Fig. 1: run 1, pin map
Pins as bars across the die edge, other pins in grey.
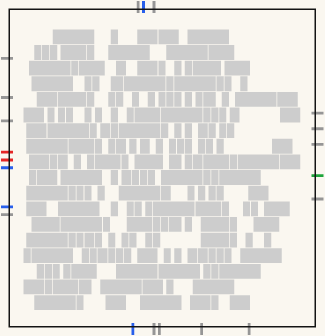
Fig. 2: run 1, metal layers overlaid
Only two layers are drawn.
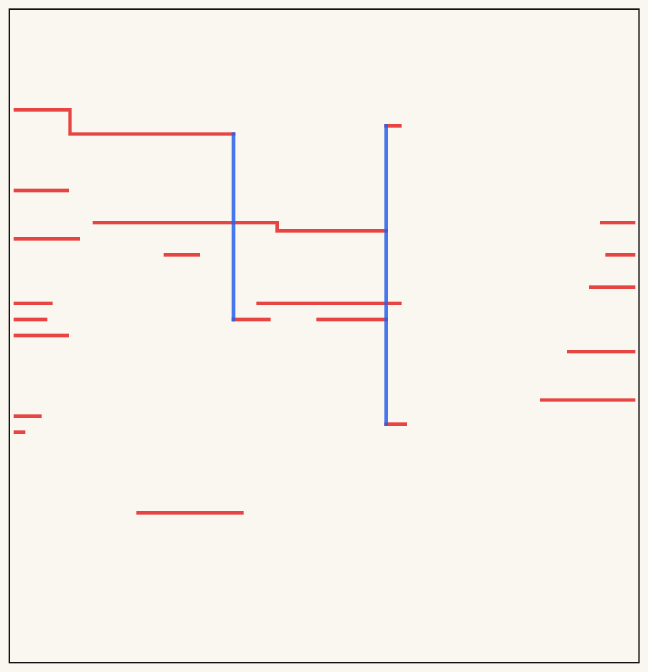
Fig. 3: run 1, congestion heat map
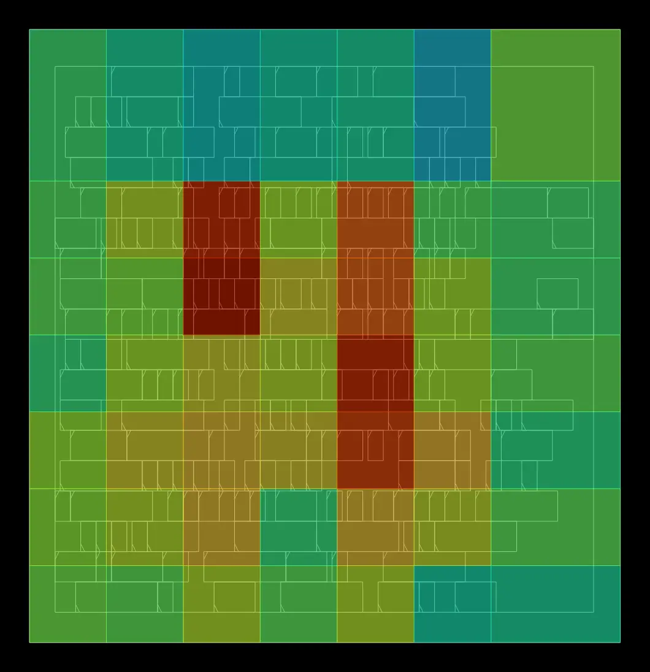
Fig. 4: run 1, sequential cells grouped by signal name
Other sequential cells in the stronger grey, the rest of the logic in the fainter grey.
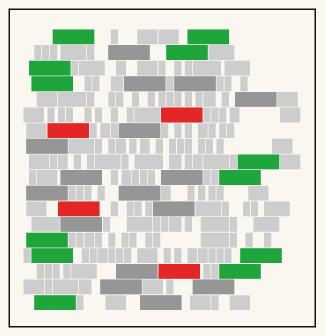
File: src/rtl/key_pkg.sv
// Shared definitions for the key synchroniser bank.
//   MODE_*  : encodings of the 2-bit LED mode input (11 is reserved and acts as follow)
//   clog2() : ceiling log2, used to size the per-channel debounce counter
package key_pkg;

    localparam logic [1:0] MODE_FOLLOW = 2'b00;
    localparam logic [1:0] MODE_TOGGLE = 2'b01;
    localparam logic [1:0] MODE_LATCH  = 2'b10;

    // Smallest width w such that 2**w >= value.
    function automatic int unsigned clog2(input int unsigned value);
        int unsigned width;
        width = 0;
        for (int unsigned i = 0; i < 32; i++) begin
            if ((64'd1 << i) < 64'(value)) begin
                width = i + 1;
            end
        end
        return width;
    endfunction

endpackage

File: src/rtl/key_debounce.sv
// Single-channel key conditioner: two-flop synchroniser, stability-counter debounce and
// rising-edge pulse.
//   clk_i         : system clock
//   rst_ni        : synchronous active-low reset
//   key_i         : raw asynchronous key level (1 = pressed)
//   stable_o      : registered debounced level
//   stable_next_o : value stable_o takes on the coming edge (lets the parent update in step)
//   rise_o        : stable_o goes 0->1 on the coming edge
//   press_o       : registered one-cycle pulse following an accepted 0->1 transition
module key_debounce
    import key_pkg::*;
#(
    parameter int unsigned DEB_CNT = 4
) (
    input  logic clk_i,
    input  logic rst_ni,
    input  logic key_i,
    output logic stable_o,
    output logic stable_next_o,
    output logic rise_o,
    output logic press_o
);

    localparam int unsigned    CntW   = clog2(DEB_CNT + 1);
    localparam logic [CntW-1:0] CntMax = CntW'(DEB_CNT - 1);

    logic            sync1_q;
    logic            sync2_q;
    logic            stable_q;
    logic            stable_d;
    logic            press_q;
    logic [CntW-1:0] cnt_q;
    logic [CntW-1:0] cnt_d;

    // Count consecutive cycles where the synchronised level disagrees with the accepted one;
    // any agreement restarts the count, so short bounces never reach CntMax.
    always_comb begin
        stable_d = stable_q;
        cnt_d    = cnt_q;
        if (sync2_q == stable_q) begin
            cnt_d = '0;
        end else if (cnt_q == CntMax) begin
            stable_d = sync2_q;
            cnt_d    = '0;
        end else begin
            cnt_d = cnt_q + CntW'(1);
        end
    end

    always_ff @(posedge clk_i) begin
        if (!rst_ni) begin
            sync1_q  <= 1'b0;
            sync2_q  <= 1'b0;
            cnt_q    <= '0;
            stable_q <= 1'b0;
            press_q  <= 1'b0;
        end else begin
            sync1_q  <= key_i;
            sync2_q  <= sync1_q;
            cnt_q    <= cnt_d;
            stable_q <= stable_d;
            press_q  <= stable_d & ~stable_q;
        end
    end

    assign stable_o      = stable_q;
    assign stable_next_o = stable_d;
    assign rise_o        = stable_d & ~stable_q;
    assign press_o       = press_q;

endmodule

File: src/rtl/key_sync_bank.sv
// Multi-channel key-to-LED stage. Each channel is synchronised and debounced by its own
// key_debounce; this level only holds the per-channel LED register and its mode logic.
//   sys_clk : system clock
//   sys_rst : synchronous active-low reset
//   key     : raw asynchronous key levels, one per channel
//   mode    : 00 follow, 01 toggle, 10 latch, 11 follow
//   clr     : clears all LEDs in toggle/latch modes (wins over a same-edge set/toggle)
//   led     : per-channel LED drive
//   press   : one-cycle pulse per accepted press
//   stable  : debounced key levels
module key_sync_bank
    import key_pkg::*;
#(
    parameter int unsigned CH      = 4,
    parameter int unsigned DEB_CNT = 4
) (
    input  logic          sys_clk,
    input  logic          sys_rst,
    input  logic [CH-1:0] key,
    input  logic [1:0]    mode,
    input  logic          clr,
    output logic [CH-1:0] led,
    output logic [CH-1:0] press,
    output logic [CH-1:0] stable
);

    logic [CH-1:0] stable_nxt;
    logic [CH-1:0] rise;
    logic [CH-1:0] led_q;
    logic [CH-1:0] led_d;

    for (genvar g = 0; g < CH; g++) begin : g_ch
        key_debounce #(
            .DEB_CNT(DEB_CNT)
        ) u_debounce (
            .clk_i        (sys_clk),
            .rst_ni       (sys_rst),
            .key_i        (key[g]),
            .stable_o     (stable[g]),
            .stable_next_o(stable_nxt[g]),
            .rise_o       (rise[g]),
            .press_o      (press[g])
        );
    end

    // LED updates on the same edge as stable, using the debouncer's next-state view.
    always_comb begin
        led_d = led_q;
        case (mode)
            MODE_TOGGLE: led_d = clr ? '0 : (led_q ^ rise);
            MODE_LATCH:  led_d = clr ? '0 : (led_q | rise);
            default:     led_d = stable_nxt;
        endcase
    end

    always_ff @(posedge sys_clk) begin
        if (!sys_rst) begin
            led_q <= '0;
        end else begin
            led_q <= led_d;
        end
    end

    assign led = led_q;

endmodule

File: config.mk
export PLATFORM = sky130hd
export DESIGN_NAME = key_sync_bank
export DESIGN_NICKNAME = d
export VERILOG_FILES = /design/src/rtl/key_pkg.sv /design/src/rtl/key_debounce.sv /design/src/rtl/key_sync_bank.sv
export SDC_FILE = /design/constraint.sdc
export NUM_CORES = 1
export LEC_CHECK = 0
export ABC_AREA = 1
export CORE_AREA = 2 2 51 53
export CTS_BUF_LIST = sky130_fd_sc_hd__clkbuf_8
export DETAILED_ROUTE_END_ITERATION = 12
export DIE_AREA = 0 0 53 55
export MAX_ROUTING_LAYER = met4
export PLACE_DENSITY_LB_ADDON = 0.3
export SLEW_MARGIN = 20
export SYNTH_ARGS = -nofsm -noshare
export SYNTH_HDL_FRONTEND = slang
export SYNTH_HIERARCHICAL = 1
export SYNTH_SLANG_ARGS = --single-unit
File: constraint.sdc
create_clock -name sys_clk -period 3.2 [get_ports sys_clk]
set_input_delay 0.8 -clock sys_clk [delete_from_list [all_inputs] [get_ports sys_clk]]
set_output_delay 0.8 -clock sys_clk [all_outputs]
set_load 0.05 [all_outputs]
==> flow_summary_export.csv, run 1 <==
group,metric,value,unit
outcome,status,"finished clean",
placement,dpl.hpwl,1610,um
yosys,ys_cells,182,
power_and_ir_drop,power_frac_seq,53.3,%
timing,worst_slew_pin_slew,0.540,ns
layout,area_delta_synth_final,24.4,%
route,vias,1099,
route,drc,0,
hold_path,min_from,"g_ch[3].u_debounce/sync1_q",
clock_network,cts_buffers,5,
clock_network,cts_tree,"yes",
worst_setup_path,critPathMaxStageDelay,0.82,ns
timing,finalMaxSlewViolations,0,
worst_setup_path,crit_chain,"clkdlybuf4s50_1",
timing,finalHoldViolations,0,
worst_setup_path,rr_endpoint,"led[0]",
power_and_ir_drop,power_density,453,mW/mm2
layout,final.fill_count,202,
yosys,syn_area,0.00135,mm2
global_route,grt_pass1_wl,3810,um
clock_network,cts_max_path_buffers,2,
hold_path,hold_end,"g_ch[3].u_debounce/sync2_q",
route,wl,2260,um
route,dr.pass1.iters,4,
power_and_ir_drop,switching_share,22.4,%
worst_setup_path,critPathMaxFanout,4,
die,fp_util,57.2,%
layout,diodes,0,
worst_setup_path,r2r_start,"g_ch[0].u_debounce/cnt_q[0]",
global_route,grt_overflow,0,
hold_path,hold-path-cell-count,2,
placement,gp_congestion,0.754,
-- Fig. 1 (at the start) --
colour	port	pins	direction	edge
blue	`key`	4	input	2 left, 1 bottom, 1 top
green	`clr`	1	input	right
red	`mode`	2	input	left
all pins by edge	8 left, 5 right, 5 bottom, 3 top
overall die height: 55 um
Die W: 53 um
port buffer count: 20

-- Fig. 2 (at the start) --
colour	layer	wire length
red	met3	125 um
blue	met4	40.8 um

-- Fig. 3 (at the start) --
GR Layer Usage met1: 19.3%
Final Util: 71.2%
busiest grt layer: met2

-- Fig. 4 (at the start) --
colour	netlist name	sequential cells
green	`g_ch.u_debounce/cnt_q`	12
red	`g_ch.u_debounce/sync2_q`	4
P_seq: 407 uW
flop share of the area: 38.0%

## run 1: stage by stage
step	cell area (um2)	total power [uW]	cells	setup slack (ns)
after floorplan	1350	435	182	1.67
after global placement	1590	450	232	1.12
after detailed placement	1590	452	232	1.06
after CTS	1680	770	240	0.909
after global routing	1680	790	240	0.870
final	1680	763	240	0.918
## run 1: worst max-delay path by stage
| stage | startpoint | endpoint | slack, ns | cells past startpoint |
|---|---|---|---|---|
| 2_1_floorplan | mode[0] | led[1] | 1.67 | 5 |
| 3_3_place_gp | mode[0] | led[2] | 1.12 | 6 |
| 3_5_place_dp | mode[0] | led[2] | 1.06 | 6 |
| 4_1_cts | g_ch[1].u_debounce/stable_o | stable[1] | 0.91 | 1 |
| 5_1_grt | g_ch[1].u_debounce/stable_o | stable[1] | 0.87 | 1 |
| 6_report | g_ch[3].u_debounce/stable_o | stable[3] | 0.92 | 1 |
## run 1: placed cells by master (no fill, tap or decap)
cell type	instances
clkdlybuf4s50_1	20
inv_2	4
dfxtp_1	32
inv_1	47
clkbuf_8	6
a21oi_1	4
nand2_1	48
o21ai_0	4
clkinv_2	2
ha_1	14
nor3_1	4
nor2_1	20
nor2_2	5
## run 1: synthesized netlist by cell type
library cell / instances / share of area [%]
nand2_1: 48 / 13
inv_1: 47 / 13
dfxtp_1: 32 / 47
nor2_1: 20 / 5.5
ha_1: 14 / 13
nor2_2: 5 / 2.3
a21oi_1: 4 / 1.5
inv_2: 4 / 1.1
nor3_1: 4 / 1.5
o21ai_0: 4 / 1.5
## run 1: cells by family (layout without fill, tap and decap cells)
| group | after synthesis | count (layout) |
|---|---|---|
| compound gates | 8 | 8 |
| fa+ha+maj | 14 | 14 |
| buf+inv | 51 | 79 |
| flops | 32 | 32 |
| simple gates | 77 | 77 |
## run 1: area by class of cell
class                      instances  share of cell area [%]
clock buffer                       6                    4.90
clock inverter                     2                   0.594
inverter                          51                    11.4
multi-input combinational         99                    31.0
sequential                        32                    38.0
tap                               30                    2.23
timing repair buffer              20                    11.9
## run 1: state kept, by name, summed over array words and instances, names as in the netlist
| register | count |
|---|---|
| g_ch.u_debounce/press_o | 4 |
| g_ch.u_debounce/sync1_q | 4 |
| g_ch.u_debounce/sync2_q | 4 |
| led | 4 |
| g_ch.u_debounce/stable_o | 4 |
| g_ch.u_debounce/cnt_q | 12 |
## run 1: routing by layer
layer	routed length [um]	track usage [%]	up-vias
met3	124	8.87	6
met1	960	19.3	489
met2	1130	34.0	27
met5	0	-	-
li1	-	-	577
met4	40	7.69	0
## run 1: power groups by stage
stage | combinational, uW | clock (uW) | sequential, uW
2_1_floorplan | 19.3 | 0 | 415
6_report | 37.1 | 319 | 407
3_5_place_dp | 36.4 | 0 | 416
3_3_place_gp | 34.8 | 0 | 416
4_1_cts | 37.3 | 326 | 407
5_1_grt | 42.7 | 340 | 407
Fig. 5: run 1, met3 routing
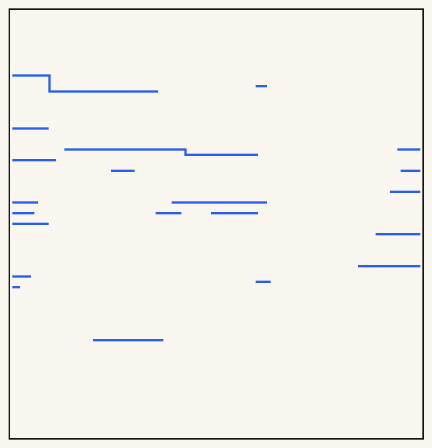

==> run 2: changes to the inputs <==
--- a/config.mk
+++ b/config.mk
@@ -6,10 +6,10 @@
 export NUM_CORES = 1
 export LEC_CHECK = 0
 export ABC_AREA = 1
-export CORE_AREA = 2 2 51 53
+export CORE_AREA = 2 2 56 58
 export CTS_BUF_LIST = sky130_fd_sc_hd__clkbuf_8
 export DETAILED_ROUTE_END_ITERATION = 12
-export DIE_AREA = 0 0 53 55
+export DIE_AREA = 0 0 58 60
 export MAX_ROUTING_LAYER = met4
 export PLACE_DENSITY_LB_ADDON = 0.3
 export SLEW_MARGIN = 20
==> constraint.sdc (replaced) <==
create_clock -name sys_clk -period 1.98 [get_ports sys_clk]
set_input_delay 0.495 -clock sys_clk [delete_from_list [all_inputs] [get_ports sys_clk]]
set_output_delay 0.495 -clock sys_clk [all_outputs]
set_load 0.05 [all_outputs]
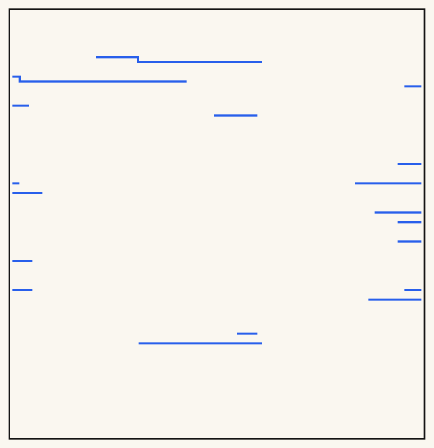
Fig. 6. Met3 routing (run 2).
wire length on this layer	121 um
longest straight run	23.2 um
nets with wire on the layer	15
share of all routed wire	5.9%
grt met3 use: 7.14%
via count: 1034
WL final: 2060 um

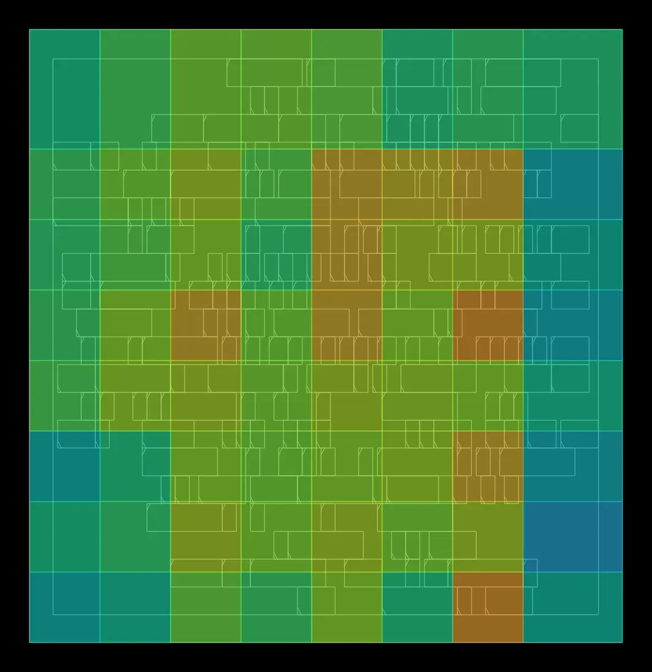
Fig. 7. Congestion heat map (run 2).
All-Layer GR Usage: 14.4%
Wirelength per Cell: 8.42 um
Final Util: 57.8%
routing usage on met2: 20.1%
GR Layer Usage met1: 17.1%

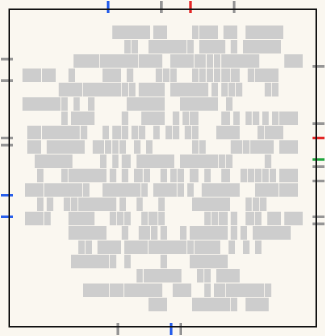
Fig. 8. Pin map (run 2).
Pins as bars across the die edge, other pins in grey.
colour	port	pins	direction	edge
blue	`key`	4	input	2 left, 1 bottom, 1 top
red	`mode`	2	input	1 right, 1 top
green	`clr`	1	input	right
Die W: 58 um
overall die height: 60 um

==> run 2 against run 1 <==
Against the previous run:
- total power up 58%
- highest routed layer unchanged
- clock power up 52%
- die size is 19% higher
- critical path type unchanged
- register-to-register slack worse by 1.1 ns
- largest power group unchanged
- via count down 5.9%
==> flow_summary_export.csv, run 2 <==
group,metric,value,unit
yosys,synth-edff-count,0,
hold_path,hold-path-cell-count,2,
layout,final_cell_mix,"inv_1 (49), nand2_1 (48), dfxtp_1 (32)",
layout,area_delta_synth_final,23.9,%
route,dr.pass1.iters,4,
worst_setup_path,crit_chain,"clkdlybuf4s50_1",
die,fp_util,46.6,%
yosys,synthArstFlopShare,0,%
yosys,syn_area,0.00135,mm2
yosys,synthFlopType,"dfxtp_1",
layout,regMostFlops,"g_ch.u_debounce/cnt_q",
clock_network,cts_tree,"yes",
yosys,yosysTopAreaCell,"dfxtp_1",
layout,largest_reg_flops,12,
layout,diodes,0,
worst_setup_path,critPathMaxFanout,2,
timing,finalHoldViolations,0,
outcome,status,"finished clean",
placement,io_buffers,20,
placement,place_ws,0.139,ns
layout,final.fill_count,280,
power_and_ir_drop,power_density,717,mW/mm2
yosys,synth.area.top_cells,"dfxtp_1 (47%), nand2_1 (13%), inv_1 (13%)",
clock_network,cts_max_path_buffers,2,
power_and_ir_drop,power,1200,uW
global_route,grt_overflow,0,
yosys,post-synth-top-count-cell,"nand2_1",
worst_setup_path,critPathMaxStageDelay,0.80,ns
yosys,ys_cells,182,
timing,finalMaxSlewViolations,0,
worst_setup_path,worst-path-stages,1,
timing,setup_ws,0.0622,ns
yosys,yosysUniqueCellTypes,10,
yosys,top_cell_area_share,47.3,%
yosys,ys_top_cells_by_count,"nand2_1 (48), inv_1 (47), dfxtp_1 (32)",
global_route,grt_pass1_wl,3480,um
placement,gp_congestion,0.768,
placement,dpl.hpwl,1500,um
==> run 2: stage by stage <==
stage          cells  instance area, um2  hold WS (ns)  util, %
2_1_floorplan    182                1350         0.390        -
3_3_place_gp     236                1590         0.391     54.7
3_5_place_dp     236                1590         0.400     54.7
4_1_cts          244                1680         0.415     57.8
5_1_grt          244                1680         0.437     57.8
6_report         244                1680         0.414     57.8
==> run 2: logic make-up (layout without fill, tap and decap cells) <==
logic type | after synthesis | count (layout) | synth area share, %
AND/OR/NAND/NOR | 77 | 77 | 22.6
AND-OR/OR-AND | 8 | 8 | 2.96
buffers and inverters | 51 | 80 | 14.1
flip-flops | 32 | 32 | 47.3
adder cells (fa/ha/maj) | 14 | 14 | 12.9
==> run 2: layout make-up <==
cell class | count | area share (%)
flip-flops and latches | 32 | 38.2
clock buffers | 6 | 4.92
well taps | 33 | 2.46
multi-input cells | 99 | 31.1
clock inverters | 2 | 0.447
inverters | 51 | 11.4
repair buffers | 21 | 11.5
==> run 2: path summary, 6_finish.rpt <==
check                         startpoint                         end  slack [ns]
min reg2reg   g_ch[0].u_debounce/sync1_q  g_ch[0].u_debounce/sync2_q        0.41
max reg2reg  g_ch[1].u_debounce/cnt_q[0]                      led[1]        0.46
max                               led[3]                      led[3]        0.06
min           g_ch[0].u_debounce/sync1_q  g_ch[0].u_debounce/sync2_q        0.41
==> run 2: power by group <==
part	internal, uW	switching, uW	total [uW]
clock network	272	211	484
registers	654	3.77	658
logic	27.3	33.5	60.8
total	954	249	1200
==> run 2: routing by layer <==
layer / track usage [%] / vias to the layer above / routed length [um]
li1: - / 580 / -
met1: 17.1 / 430 / 1010
met2: 20.1 / 22 / 898
met3: 7.14 / 2 / 120
met4: 6.98 / 0 / 30
met5: - / - / 0
Power and IR drop assume default switching activity.
